$ cat config.mk
export PLATFORM = sky130hd
export DESIGN_NAME = instruction_fetch
export DESIGN_NICKNAME = d
export VERILOG_FILES = /design/src/rtl/arm_lp_pkg.sv /design/src/rtl/instruction_fetch_fifo.sv /design/src/rtl/instruction_fetch.sv
export SDC_FILE = /design/constraint.sdc
export NUM_CORES = 1
export LEC_CHECK = 0
export ABC_CLOCK_PERIOD_IN_PS = 2400
export CORE_MARGIN = 4
export CORE_UTILIZATION = 25
export DETAILED_ROUTE_END_ITERATION = 10
export PLACE_DENSITY = 0.54
export SYNTH_ARGS = -nofsm -noshare
export SYNTH_HDL_FRONTEND = slang
export SYNTH_HIERARCHICAL = 1
export SYNTH_SLANG_ARGS = --single-unit
$ cat constraint.sdc
create_clock -name clock -period 2.4 [get_ports clock]
set_input_delay 0.72 -clock clock [delete_from_list [all_inputs] [get_ports clock]]
set_output_delay 0.72 -clock clock [all_outputs]
set_load 0.005 [all_outputs]
$ cat src/rtl/arm_lp_pkg.sv
// Shared types for the fetch front end: default widths, fetch FSM states and
// the buffered instruction entry layout.
package arm_lp_pkg;

  localparam int unsigned ADDR_W_DEFAULT  = 32;
  localparam int unsigned INSTR_W_DEFAULT = 32;

  // IDLE: nothing outstanding; REQ: outstanding, keep data; DROP: outstanding, discard data
  typedef enum logic [1:0] {
    IDLE = 2'd0,
    REQ  = 2'd1,
    DROP = 2'd2
  } fetch_state_t;

  typedef struct packed {
    logic [ADDR_W_DEFAULT-1:0]  addr;
    logic [INSTR_W_DEFAULT-1:0] instr;
  } fetch_entry_t;

  // Circular-buffer pointer increment, wrapping at depth.
  function automatic int unsigned wrap_inc(input int unsigned ptr, input int unsigned depth);
    return (ptr + 1 >= depth) ? 0 : ptr + 1;
  endfunction

endpackage

$ cat src/rtl/instruction_fetch_fifo.sv
// DEPTH-entry circular buffer holding fetched {address, instruction} pairs.
// Clear has priority over push and pop; head outputs read from registered state.
module fetch_fifo
  import arm_lp_pkg::*;
#(
  parameter int unsigned DEPTH = 2,
  parameter int unsigned WIDTH = 64
) (
  input  logic                       clock,
  input  logic                       reset_n,
  input  logic                       clear,
  input  logic                       push,
  input  logic [WIDTH-1:0]           push_data,
  input  logic                       pop,
  output logic [$clog2(DEPTH+1)-1:0] count,
  output logic [WIDTH-1:0]           head_data,
  output logic                       head_valid
);

  localparam int unsigned PtrW = (DEPTH > 1) ? $clog2(DEPTH) : 1;
  localparam int unsigned CntW = $clog2(DEPTH + 1);

  logic [WIDTH-1:0] mem_q [DEPTH];
  logic [PtrW-1:0]  wr_ptr_q, wr_ptr_d;
  logic [PtrW-1:0]  rd_ptr_q, rd_ptr_d;
  logic [CntW-1:0]  count_q, count_d;

  // Next-state for pointers and occupancy.
  always_comb begin
    wr_ptr_d = wr_ptr_q;
    rd_ptr_d = rd_ptr_q;
    count_d  = count_q;
    if (clear) begin
      wr_ptr_d = '0;
      rd_ptr_d = '0;
      count_d  = '0;
    end else begin
      if (push) wr_ptr_d = PtrW'(wrap_inc(32'(wr_ptr_q), DEPTH));
      if (pop)  rd_ptr_d = PtrW'(wrap_inc(32'(rd_ptr_q), DEPTH));
      case ({push, pop})
        2'b10:   count_d = count_q + CntW'(1);
        2'b01:   count_d = count_q - CntW'(1);
        default: count_d = count_q;
      endcase
    end
  end

  // Pointer and occupancy registers.
  always_ff @(posedge clock or negedge reset_n) begin
    if (!reset_n) begin
      wr_ptr_q <= '0;
      rd_ptr_q <= '0;
      count_q  <= '0;
    end else begin
      wr_ptr_q <= wr_ptr_d;
      rd_ptr_q <= rd_ptr_d;
      count_q  <= count_d;
    end
  end

  // Storage write; a push during clear is dropped.
  always_ff @(posedge clock or negedge reset_n) begin
    if (!reset_n) begin
      for (int i = 0; i < int'(DEPTH); i++) begin
        mem_q[i] <= '0;
      end
    end else if (push && !clear) begin
      mem_q[wr_ptr_q] <= push_data;
    end
  end

  // Head is zeroed when empty so stale entries never show after a flush.
  always_comb begin
    head_valid = (count_q != '0);
    head_data  = head_valid ? mem_q[rd_ptr_q] : '0;
    count      = count_q;
  end

endmodule

$ cat src/rtl/instruction_fetch.sv
// Fetch unit: accepts PCs, issues single-outstanding imem reads, buffers the
// returned words and presents them to decode. Flush discards buffered and
// in-flight fetches.
module instruction_fetch
  import arm_lp_pkg::*;
#(
  parameter int unsigned ADDR_W  = ADDR_W_DEFAULT,
  parameter int unsigned INSTR_W = INSTR_W_DEFAULT,
  parameter int unsigned DEPTH   = 2
) (
  input  logic               clock,
  input  logic               reset_n,
  input  logic [ADDR_W-1:0]  pc,
  input  logic               pc_valid,
  output logic               pc_ready,
  input  logic               flush,
  output logic               imem_req,
  output logic [ADDR_W-1:0]  imem_addr,
  input  logic               imem_ack,
  input  logic [INSTR_W-1:0] imem_rdata,
  output logic [INSTR_W-1:0] instr,
  output logic [ADDR_W-1:0]  instr_pc,
  output logic               instr_valid,
  input  logic               instr_ready
);

  localparam int unsigned CntW  = $clog2(DEPTH + 1);
  localparam int unsigned EntW  = ADDR_W + INSTR_W;

  fetch_state_t      state_q, state_d;
  logic              req_q, req_d;
  logic [ADDR_W-1:0] addr_q, addr_d;

  logic              accept;
  logic              push;
  logic              pop;
  logic [CntW-1:0]   fifo_count;
  logic [EntW-1:0]   head_data;
  logic              head_valid;

  // Space is reserved at accept time, so an ack always finds a free slot.
  always_comb begin
    pc_ready = (state_q == IDLE) && (fifo_count < CntW'(DEPTH)) && !flush;
    accept   = pc_valid && pc_ready;
    pop      = head_valid && instr_ready && !flush;
  end

  // FSM next-state, request register and push decision.
  always_comb begin
    state_d = state_q;
    req_d   = req_q;
    addr_d  = addr_q;
    push    = 1'b0;
    case (state_q)
      IDLE: begin
        if (accept) begin
          addr_d  = pc;
          req_d   = 1'b1;
          state_d = REQ;
        end
      end
      REQ: begin
        if (imem_ack) begin
          push    = !flush;
          req_d   = 1'b0;
          state_d = IDLE;
        end else if (flush) begin
          // Request must stay up until ack; its data will be thrown away.
          state_d = DROP;
        end
      end
      DROP: begin
        if (imem_ack) begin
          req_d   = 1'b0;
          state_d = IDLE;
        end
      end
      default: begin
        state_d = IDLE;
        req_d   = 1'b0;
      end
    endcase
  end

  // FSM and request registers.
  always_ff @(posedge clock or negedge reset_n) begin
    if (!reset_n) begin
      state_q <= IDLE;
      req_q   <= 1'b0;
      addr_q  <= '0;
    end else begin
      state_q <= state_d;
      req_q   <= req_d;
      addr_q  <= addr_d;
    end
  end

  fetch_fifo #(
    .DEPTH (DEPTH),
    .WIDTH (EntW)
  ) u_fifo (
    .clock      (clock),
    .reset_n    (reset_n),
    .clear      (flush),
    .push       (push),
    .push_data  ({addr_q, imem_rdata}),
    .pop        (pop),
    .count      (fifo_count),
    .head_data  (head_data),
    .head_valid (head_valid)
  );

  // Outputs decode from registered state only.
  always_comb begin
    imem_req    = req_q;
    imem_addr   = addr_q;
    instr_valid = head_valid;
    instr_pc    = head_data[EntW-1:INSTR_W];
    instr       = head_data[INSTR_W-1:0];
  end

endmodule

**Placement density heat map**

Scale: 2 px per µm. The die is cut into 18 by 18 equal tiles; black is low, pale yellow is high, 0 to 100% covered.
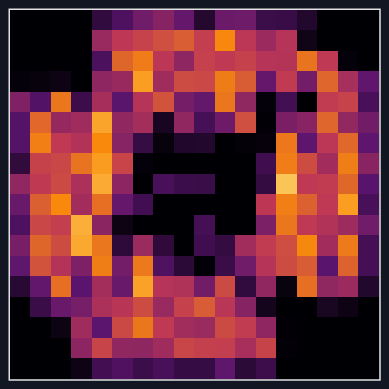
The emptiest ninth of the die: middle. 24% of the tiles are nearly empty. The mean over all tiles is 31%. 2.8% of the tiles are over 75% full.

**Register map, names as in the netlist**

Scale: 2 px per µm. Other sequential cells in the stronger grey, the rest of the logic in the fainter grey.
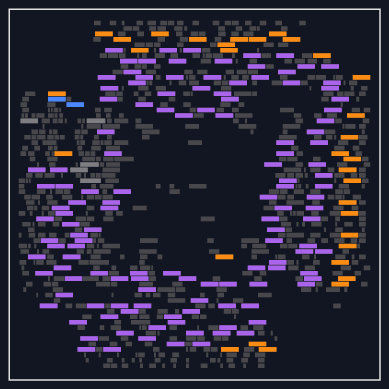
u_fifo/mem_q: shown in purple, sequential cells 128, where all over the die. imem_addr: shown in orange, sequential cells 32, where all over the die. state_q: shown in blue, sequential cells 2.
Another 5 sequential cells are not coloured.

==> through the flow <==
| step | TNS [ps] | std cells | cell area (µm²) | hold WS, ps | total power, mW |
|---|---|---|---|---|---|
| final | -3280 | 1176 | 11200 | 205 | 11.0 |
| after global routing | -6970 | 1176 | 11200 | 206 | 11.7 |
| after CTS | -11210 | 1142 | 10800 | 201 | 11.1 |
| after detailed placement | -26670 | 1101 | 10200 | 491 | 8.22 |
| after global placement | -23710 | 1101 | 10200 | 486 | 8.18 |
| after floorplan | 0 | 529 | 7800 | 424 | 6.56 |
==> logic make-up (layout without fill, tap and decap cells) <==
family / Yosys count / in the layout
and+or+nand+nor: 87 / 87
muxes: 224 / 224
DFF: 167 / 167
AOI/OAI and AO/OA: 9 / 9
buffers and inverters: 36 / 287
adders and majority gates: 3 / 3
xor gates and xnor gates: 3 / 3
==> path summary, 6_finish.rpt <==
path | start | to | slack (ps) | cells after the start
worst max-delay path | u_fifo/rd_ptr_q | instr_pc[5] | -190 | 7
worst min-delay path | reset_n | u_fifo/mem_q[113] | 200 | 1
worst max register to register | state_q[0] | u_fifo/mem_q[2] | 320 | 8
worst min register to register | u_fifo/mem_q[11] | u_fifo/mem_q[11] | 510 | 1
max in group asynchronous | reset_n | u_fifo/mem_q[89] | 1550 | 2
min in group clock | u_fifo/mem_q[11] | u_fifo/mem_q[11] | 510 | 1
==> state kept, by name, indices dropped and copies added (netlist names) <==
| register | count |
|---|---|
| u_fifo/rd_ptr_q | 1 |
| imem_addr | 32 |
| u_fifo/mem_q | 128 |
| u_fifo/count | 2 |
| u_fifo/wr_ptr_q | 1 |
| state_q | 2 |
| imem_req | 1 |
==> worst max-delay path, delay by kind of cell (launching register included) <==
family	cells	cell delay, ps
buffers and inverters	5	770
DFF	1	490
muxes	1	140
and+or+nand+nor	1	50
==> design notes <==
Row generation in the floorplan step produced 64 rows. The final reports fail on negative setup slack. TritonCTS built the clock tree. The width of the die was 185 µm; the actual slew at the worst max-slew pin was 450 ps.

Counting only logic cells after layout, the most numerous master is sky130_fd_sc_hd__dfrtp_1. The wire length of the first global-routing pass is 30100 µm, and the met2 routed wirelength is 9290 µm. Clock tree buffers and inverters occupy 4.95% of the routed design's cell area.

In the setup report, the worst path falls into the class reg -> out. Between clock sinks in the finished design, the worst skew comes to 14.5 ps. With the post-route worst setup slack at -187 ps, the headroom to the max-slew limit is 70.0%. Setup slack on the worst path after placement came out at -261 ps. Global route summary, busiest routing layer listed as met2.

IR analysis of the VDD net gives a maximum drop of 0.454 mV. TritonRoute output was used to compute an average wire per cell of 17.4 µm. The switching power as a share of total power is 29.5%. The number of cells reported by Yosys stat comes to 529. With the max-capacitance violation count at 0, the violation count after the first detailed-route iteration is 170.

Of the total synthesized cell area, the portion taken by AND, OR, NAND and NOR gates is 4.94%. The combinational share of power came out at 34.1%. The clock passes through at most 2 buffers. The post-route report lists met1 wire length as 10200 µm. The highest metal layer used by the detailed router is met4.

CTS built an H-tree with a depth of 4. The tools report the layout sequential cell count as 167. From bottom edge to top edge, the die measures 185 µm. The mean area per synthesized cell was 14.7 µm²; the initial antenna violation count was 0. The internal portion of total power was 7.75 mW; the sequential cell area was 4190 µm². The synthesized netlist contains 34 unique library cells.

The timing report gives the clock slew at the launch and capture registers of the worst setup and hold paths as 70 ps. Pins over their slew limit in the final report were tallied at 0. The final net count is 840. The number of vias after detailed routing was 5012.

The data required time at the worst endpoint is 1680 ps. The worst setup path is captured at a primary output. The longest incremental delay of any stage on the critical path is reported as 490 ps. The static leakage was 5.40 nW.

The run gives 529 for the count of mapped cells out of synthesis. The commonest cells after synthesis are sky130_fd_sc_hd__dfrtp_1 (167), sky130_fd_sc_hd__mux2_4 (86), sky130_fd_sc_hd__mux2_2 (74), sky130_fd_sc_hd__nor2_1 (71), sky130_fd_sc_hd__mux2i_1 (64). The proportion of synthesized flip-flops having asynchronous set or reset works out to 100%. The run gives 0 for the number of buffers inserted by hold repair at cts. Per the OpenROAD power report, switching power amounts to 3.23 mW. For the relative contribution of sequential cells to total power, the log shows 41.7%.

The area fraction in compound gates after synthesis was 0.722%; the count of final hold-check violations was 0. The share of the final layout cell area in sequential cells was 37.5%. The synthesized design spends more area on one cell type than any other, namely sky130_fd_sc_hd__dfrtp_1. Global routing finished with a remaining overflow of 0. For the met1 layer usage reported by global route, the log shows 16.2%.

Slowest stage cell on the critical path: sky130_fd_sc_hd__dfrtp_4. The top cell types in the final layout, fill and taps aside, are sky130_fd_sc_hd__dfrtp_1 (164), sky130_fd_sc_hd__clkdlybuf4s50_1 (100), sky130_fd_sc_hd__mux2_4 (86), sky130_fd_sc_hd__mux2_2 (74), sky130_fd_sc_hd__nor2_1 (69). Yosys attributes the largest share of cell area to sky130_fd_sc_hd__dfrtp_1 (54%), sky130_fd_sc_hd__mux2_4 (17%), sky130_fd_sc_hd__mux2_2 (11%). Counting flops with a built-in enable in the synthesized netlist gives 0.

According to the CTS report, the clock sink count is 167. Power group with the highest consumption: registers. The core region is 30700 µm².

For this run, the detailed router's first-pass iteration total came to 4. The number of global-route vias before repair was 5150; the met3 capacity usage during global routing was 2.88%. The power share of the clock group was 24.2%. The flow ran to the end, but the final reports show violations.

The run gives 37 as the number of endpoints failing setup at the final stage. The power report lists the clock group at 2.66 mW. Most instantiated flip-flop cell in the synthesis netlist: sky130_fd_sc_hd__dfrtp_1.

The cell-mix breakdown from Yosys lists the adder-cell area share as 0.481%. Pin placement for this block handled 169 I/O pins. The data arrival time reported for the critical path is 1870 ps. The top cell class by occupied area is sequential cells.

The floorplan step records an initial core utilization of 25.4%. The script parses the final routing iteration and logs DRC violations as 0. The synthesized design devotes to its leading area cell type 53.6% of total area.

Synthesis produced a netlist with a net count of 602. Entering global routing, the biggest net connects 51 pins. Tap insertion was completed with 396 tapcells. The number of non-clock inverters in the layout is 4. The cell area power density was 983 nW/µm². The met2 capacity usage during global routing came out at 17.6%. Yosys shows that the main logic family after synthesis is multiplexers.

In the final layout, the clock buffer count is 19. As logged by OpenROAD, the buffers inserted on ports number 168. The run gives 4.26 for the per-cell via count in the routed design. The fraction of layout cells with a size suffix above 1 was 42.6%.

After layout the signal buffers, clock cells excluded, come to 23.3% of cell area. The logs give 53.6% for the proportion of synthesized chip area in sequential cells and 836 µm for the met3 wire length. With the total routing resource utilization after global routing at 11.4%, the post-layout minimum cycle time is 2590 ps. Synthesized flop and latch total: 167.

STA reports the tightest min-delay check as being of type in -> async. The OpenROAD warning count was 30.
Power and IR drop assume default switching activity.
